[src/rtl/teclado_escaner_antirrebote_if.sv]
// Keypad scanner bundle: matrix row/column pads
// and the debounced key code handed downstream.
interface teclado_escaner_antirrebote_if;
  logic [3:0] filas;
  logic [3:0] columnas;
  logic [3:0] key_value;
  logic       key_valid;
  logic       key_held;

  modport master (
    output filas,
    output key_value,
    output key_valid,
    output key_held,
    input  columnas
  );

  modport slave (
    input  filas,
    input  key_value,
    input  key_valid,
    input  key_held,
    output columnas
  );
endinterface

[src/rtl/teclado_escaner_antirrebote.sv]
// 4x4 keypad scanner with column synchroniser,
// press/release debounce and one strobe per press.
module teclado_escaner_antirrebote #(
  parameter int SCAN_DIV  = 27000,
  parameter int DEB_COUNT = 20
) (
  input logic clk,
  input logic rst_n,
  teclado_escaner_antirrebote_if.master kp
);

  localparam int DW = $clog2(SCAN_DIV);
  localparam int CW = $clog2(DEB_COUNT + 1);
  localparam logic [DW-1:0] DIV_LAST = DW'(SCAN_DIV - 1);
  localparam logic [CW-1:0] CNT_LAST = CW'(DEB_COUNT - 1);
  localparam logic [CW-1:0] CNT_ONE  = CW'(1);

  typedef enum logic [1:0] {
    SCAN, DEBOUNCE, HELD, RELEASE
  } state_t;

  state_t     state_q, state_d;
  logic [3:0] col_m, col_s;
  logic [DW-1:0] div_q;
  logic [1:0] row_q, row_d;
  logic [1:0] cidx_q, cidx_d;
  logic [CW-1:0] cnt_q, cnt_d;
  logic [3:0] kv_q, kv_d;
  logic       vld_q, vld_d;
  logic       held_q, held_d;
  logic       tick;
  logic [3:0] inv;
  logic       one_low;
  logic [1:0] col_enc;
  logic [3:0] pat;

  function automatic logic [3:0] key_code(
    input logic [1:0] r,
    input logic [1:0] c
  );
    logic [3:0] k;
    case ({r, c})
      4'h0:    k = 4'h1;
      4'h1:    k = 4'h2;
      4'h2:    k = 4'h3;
      4'h3:    k = 4'hA;
      4'h4:    k = 4'h4;
      4'h5:    k = 4'h5;
      4'h6:    k = 4'h6;
      4'h7:    k = 4'hB;
      4'h8:    k = 4'h7;
      4'h9:    k = 4'h8;
      4'hA:    k = 4'h9;
      4'hB:    k = 4'hC;
      4'hC:    k = 4'hE;
      4'hD:    k = 4'h0;
      4'hE:    k = 4'hF;
      default: k = 4'hD;
    endcase
    return k;
  endfunction

  always_ff @(posedge clk or negedge rst_n) begin
    if (!rst_n) begin
      col_m <= 4'hF;
      col_s <= 4'hF;
      div_q <= '0;
    end else begin
      col_m <= kp.columnas;
      col_s <= col_m;
      div_q <= tick ? '0 : div_q + DW'(1);
    end
  end

  assign tick = (div_q == DIV_LAST);
  assign inv  = ~col_s;
  // Exactly one column low: nonzero and a power of two.
  assign one_low = (inv != 4'd0) &&
                   ((inv & (inv - 4'd1)) == 4'd0);
  assign pat = ~(4'b0001 << cidx_q);

  always_comb begin
    case (inv)
      4'b0010: col_enc = 2'd1;
      4'b0100: col_enc = 2'd2;
      4'b1000: col_enc = 2'd3;
      default: col_enc = 2'd0;
    endcase
  end

  always_comb begin
    state_d = state_q;
    row_d   = row_q;
    cidx_d  = cidx_q;
    cnt_d   = cnt_q;
    kv_d    = kv_q;
    vld_d   = 1'b0;
    if (tick) begin
      unique case (state_q)
        SCAN: begin
          if (one_low) begin
            cidx_d = col_enc;
            cnt_d  = CNT_ONE;
            if (CNT_LAST == '0) begin
              state_d = HELD;
              kv_d    = key_code(row_q, col_enc);
              vld_d   = 1'b1;
            end else begin
              state_d = DEBOUNCE;
            end
          end else begin
            row_d = row_q + 2'd1;
          end
        end
        DEBOUNCE: begin
          if (col_s == pat) begin
            if (cnt_q == CNT_LAST) begin
              state_d = HELD;
              kv_d    = key_code(row_q, cidx_q);
              vld_d   = 1'b1;
            end else begin
              cnt_d = cnt_q + CW'(1);
            end
          end else begin
            state_d = SCAN;
            row_d   = row_q + 2'd1;
          end
        end
        HELD: begin
          if (col_s == 4'hF) begin
            cnt_d = CNT_ONE;
            if (CNT_LAST == '0) begin
              state_d = SCAN;
              row_d   = row_q + 2'd1;
            end else begin
              state_d = RELEASE;
            end
          end
        end
        RELEASE: begin
          if (col_s == 4'hF) begin
            if (cnt_q == CNT_LAST) begin
              state_d = SCAN;
              row_d   = row_q + 2'd1;
            end else begin
              cnt_d = cnt_q + CW'(1);
            end
          end else begin
            state_d = HELD;
          end
        end
      endcase
    end
    held_d = (state_d == HELD) ||
             (state_d == RELEASE);
  end

  always_ff @(posedge clk or negedge rst_n) begin
    if (!rst_n) begin
      state_q <= SCAN;
      row_q   <= 2'd0;
      cidx_q  <= 2'd0;
      cnt_q   <= '0;
      kv_q    <= 4'h0;
      vld_q   <= 1'b0;
      held_q  <= 1'b0;
    end else begin
      state_q <= state_d;
      row_q   <= row_d;
      cidx_q  <= cidx_d;
      cnt_q   <= cnt_d;
      kv_q    <= kv_d;
      vld_q   <= vld_d;
      held_q  <= held_d;
    end
  end

  assign kp.filas     = ~(4'b0001 << row_q);
  assign kp.key_value = kv_q;
  assign kp.key_valid = vld_q;
  assign kp.key_held  = held_q;

endmodule

[src/flat_wrapper.sv]
// flat-port wrapper written by rule: the top's interface ports become plain ports
module teclado_escaner_antirrebote_flat 
#(
  parameter int SCAN_DIV  = 27000,
  parameter int DEB_COUNT = 20
)
  (clk, rst_n, kp_filas, kp_key_value, kp_key_valid, kp_key_held, kp_columnas);
  teclado_escaner_antirrebote_if kp_i ();
  input logic clk;
  input logic rst_n;
  output wire logic [$bits(kp_i.filas)-1:0] kp_filas;
  output wire logic [$bits(kp_i.key_value)-1:0] kp_key_value;
  output wire logic [$bits(kp_i.key_valid)-1:0] kp_key_valid;
  output wire logic [$bits(kp_i.key_held)-1:0] kp_key_held;
  input wire logic [$bits(kp_i.columnas)-1:0] kp_columnas;
  assign kp_filas = kp_i.filas;
  assign kp_key_value = kp_i.key_value;
  assign kp_key_valid = kp_i.key_valid;
  assign kp_key_held = kp_i.key_held;
  assign kp_i.columnas = kp_columnas;
  teclado_escaner_antirrebote #(.SCAN_DIV(SCAN_DIV), .DEB_COUNT(DEB_COUNT)) u_core (.clk(clk), .rst_n(rst_n), .kp(kp_i));
endmodule
[config.mk]
export PLATFORM = sky130hd
export DESIGN_NAME = teclado_escaner_antirrebote_flat
export DESIGN_NICKNAME = d
export VERILOG_FILES = /design/src/rtl/teclado_escaner_antirrebote_if.sv /design/src/rtl/teclado_escaner_antirrebote.sv /design/src/flat_wrapper.sv
export SDC_FILE = /design/constraint.sdc
export NUM_CORES = 1
export LEC_CHECK = 0
export CAP_MARGIN = 20
export CORE_UTILIZATION = 51
export DETAILED_ROUTE_END_ITERATION = 16
export HOLD_SLACK_MARGIN = 0.02
export PLACE_DENSITY = 0.71
export SLEW_MARGIN = 10
export SYNTH_ARGS = -nofsm -noshare
export SYNTH_HDL_FRONTEND = slang
export SYNTH_SLANG_ARGS = --single-unit
[constraint.sdc]
create_clock -name clk -period 5.1 [get_ports clk]
set_input_delay 1.02 -clock clk [delete_from_list [all_inputs] [get_ports clk]]
set_output_delay 1.02 -clock clk [all_outputs]
set_load 0.02 [all_outputs]
==> PnR_summary.wiki <==
== Flow metrics ==
{| class="wikitable"
! Metric !! Value
|-
| Run status || finished, final reports clean
|-
| Aggregate global-route resource usage || 19.9%
|-
| Number of hold violations in the final report || 0
|-
| Setup TNS after final layout || 0 ns
|-
| Net switching share of the total power || about a fifth
|-
| # Taps || around 50
|-
| Sequential logic power || ~0.33 mW
|-
| Yosys Chip Area || roughly 2100 sq um
|-
| Net count reported at finish || 233
|-
| Power density over cell area || 247 nW/um^2
|-
| Crit-path most repeated cell || inv_1
|-
| Setup ws final || between 2 and 2.5 ns
|-
| Internal power of the cells || 0.474 mW
|-
| Reg-to-reg critical path startpoint || u_core.div_q[7]$_DFF_PN0_
|-
| Max IR drop VDD || 0.000181 V
|-
| Post-synthesis average cell area || 10.5 sq um
|-
| Register containing the most flip-flops in the final layout || u_core.div_q
|-
| Floorplan Core Area || about 4000 sq um
|-
| Pin count of the biggest net entering global routing || around 41
|-
| Buffer levels on the longest clock path || 2
|-
| Vertical die size || roughly 66 microns
|-
| Measured slew at the worst slew-check pin || roughly 0.84 ns
|-
| Post-place setup slack || roughly 2.6 ns
|-
| Final antenna diode count || 0
|-
| Inverters, non-clock || 15
|-
| Top area cells in the synthesized netlist || dfrtp_1 (38%), dfstp_2 (9.9%), ha_1 (6.5%)
|-
| Dominant Register Cell || dfrtp_1
|-
| Final count of pins violating max slew || 0
|-
| Area growth from synthesis to layout || 13.6%
|-
| Met3 Track Usage GR || under 10%
|-
| Power of the combinational group || around 0.015 mW
|-
| Crit-path max FO || 8
|-
| Fraction of post-synthesis cell area in the top cell type by area || around 38%
|-
| Non-Clock Buffer Count || 15
|-
| Family with the most delay on the worst path || buffers and inverters
|-
| Combinational gate count || 139
|-
| Area used by multi-input combinational logic || approximately 1000 sq um
|-
| Synth Area in Simple Gates || a little over a fifth
|-
| Sequential share of cell area || a little over two fifths
|-
| Post-route clock period utilization || 55.7%
|-
| Instance area at placement || 2290 sq um
|-
| Synth top cells by count || dfrtp_1 (32), nand2_1 (18), inv_1 (15), nand3_1 (15), nor2_1 (14)
|-
| Overall die width || between 60 and 70 microns
|-
| Remaining routing DRC violations || 0
|-
| Cell depth of the worst setup path || 4
|-
| RSZ-0062 raised after global routing || false
|-
| Half-perimeter wire length after placement || roughly 2.7 mm
|-
| Area fraction in mux cells || 4.97%
|-
| Clk tree area frac || roughly 4.5%
|-
| Hold Path End || u_core.col_s[3]$_DFF_PN1_
|-
| Gpl congestion || between 0.7 and 0.8
|-
| Part of the total power dissipated in the clock network || around 43%
|-
| Number of standard cells in the final layout excluding fillers || approximately 270
|-
| Buffer and inverter count on the worst path || 3
|-
| Cells resized by post-CTS repair || 0
|-
| Wire length of the first global-routing pass || ~6.5 mm
|-
| Critical path endpoint category || output port
|-
| Post-synth tally of flip-flops with integrated enable || 0
|-
| CTS tree || built
|-
| Top flop regs || u_core.div_q (15), u_core.cnt_q (5)
|-
| Sequential group share of total power || 55.0%
|-
| Netlist Area Pre-Place || 2110 sq um
|-
| Clock period minus worst slack || 2.84 ns
|-
| # clock sinks || approximately 40
|-
| Reported max-cap violation count || 0
|-
| FF+latch count, synth || approximately 40
|-
| Sum of overflow across all layers after global routing || 0
|-
| Final Setup Violations || 0
|-
| Comb pwr share || between 2 and 3%
|-
| Cell area after layout || about 2400 sq um
|-
| Area share of fa/ha/maj cells after synthesis || between 6 and 7%
|-
| Setup bufs post-CTS || 0
|-
| Count of warning messages emitted by the tools || 33
|-
| Start point of the worst min-delay path || u_core.col_m[3]$_DFF_PN1_
|-
| Number of antenna violations at the first check in global routing || 0
|-
| Wire length per cell after detailed routing || approximately 14 microns
|-
| Share of final layout cell area taken by non-clock buffers || 6.04%
|-
| Synth async-reset ratio || 100%
|-
| Via count || 1,501
|-
| Leading cell types in the layout, fill and taps excluded || dfrtp_1 (32), nand2_1 (18), inv_1 (15), nand3_1 (15)
|-
| Setup crit start kind || register
|-
| Yosys xor share || approximately 8%
|-
| Met1 WL || 1.65 mm
|-
| Largest Pwr Group || registers
|-
| Routed met2 length || around 1.8 mm
|-
| Highest metal layer with signal wires || met4
|}
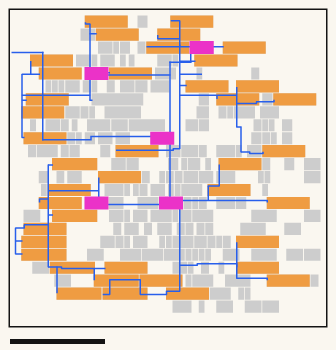
Figure 1: routed clock nets over the placement.
Bar = 20 microns.
Key: clock wires = blue [length 470 microns]; clock-net drivers = magenta [count 5]; flip-flops = orange [count 40]
There are 6 routed clock nets.

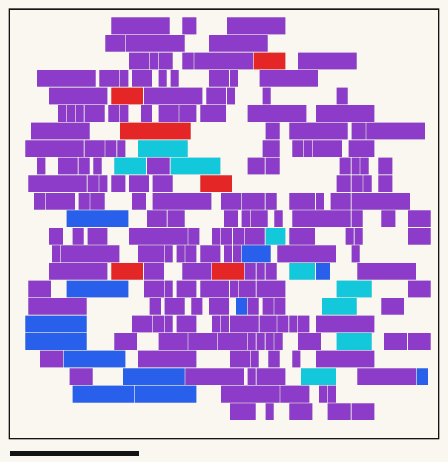
Figure 2: cell sizes after repair.
Bar = 20 microns.
Key: x3 and x4 = cyan [cells 9]; x1 and smaller = purple [cells 190]; x6 and larger = red [cells 6]; x2 = blue [cells 12]

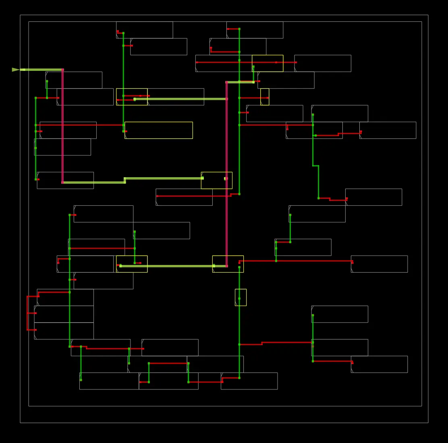
Figure 3: clock routing.
number of flip-flops and latches: 40
Max Clock Skew: 0.0107 ns
clock insertion delay at the later pin of the skew report: 0.29 ns
reported clock group power: 0.252 mW
Num CTS Buffers: 5

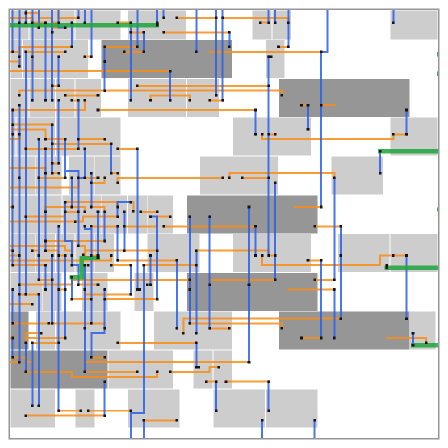
Figure 4: zoomed window.
Window x 35 to 65, y 2 to 32 microns. Cells in grey, sequential cells in the stronger grey; small squares are vias.
Key: M1 = orange; M3 = green; M2 = blue
60 logic cells have their middle in the window. Most frequent: inv_1 (9), clkdlybuf4s50_1 (9). Netlist names of flops here include u_core.kp.key_value (4). Sequential cells in the window: 6.

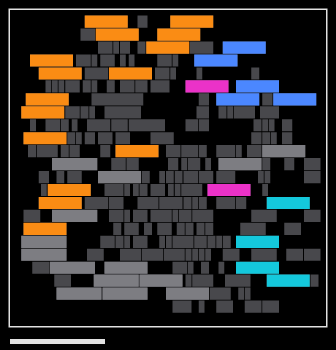
Figure 5: register map, names as in the netlist.
Bar = 20 microns. Other sequential cells in the stronger grey, the rest of the logic in the fainter grey.
Key: u_core.kp.key_value = cyan [flops 4, where lower right]; u_core.state_q = magenta [flops 2]; u_core.div_q = orange [flops 15]; u_core.cnt_q = blue [flops 5, where upper right]
Another 14 sequential cells are not coloured.

Power is estimated from default activity; no workload was simulated.
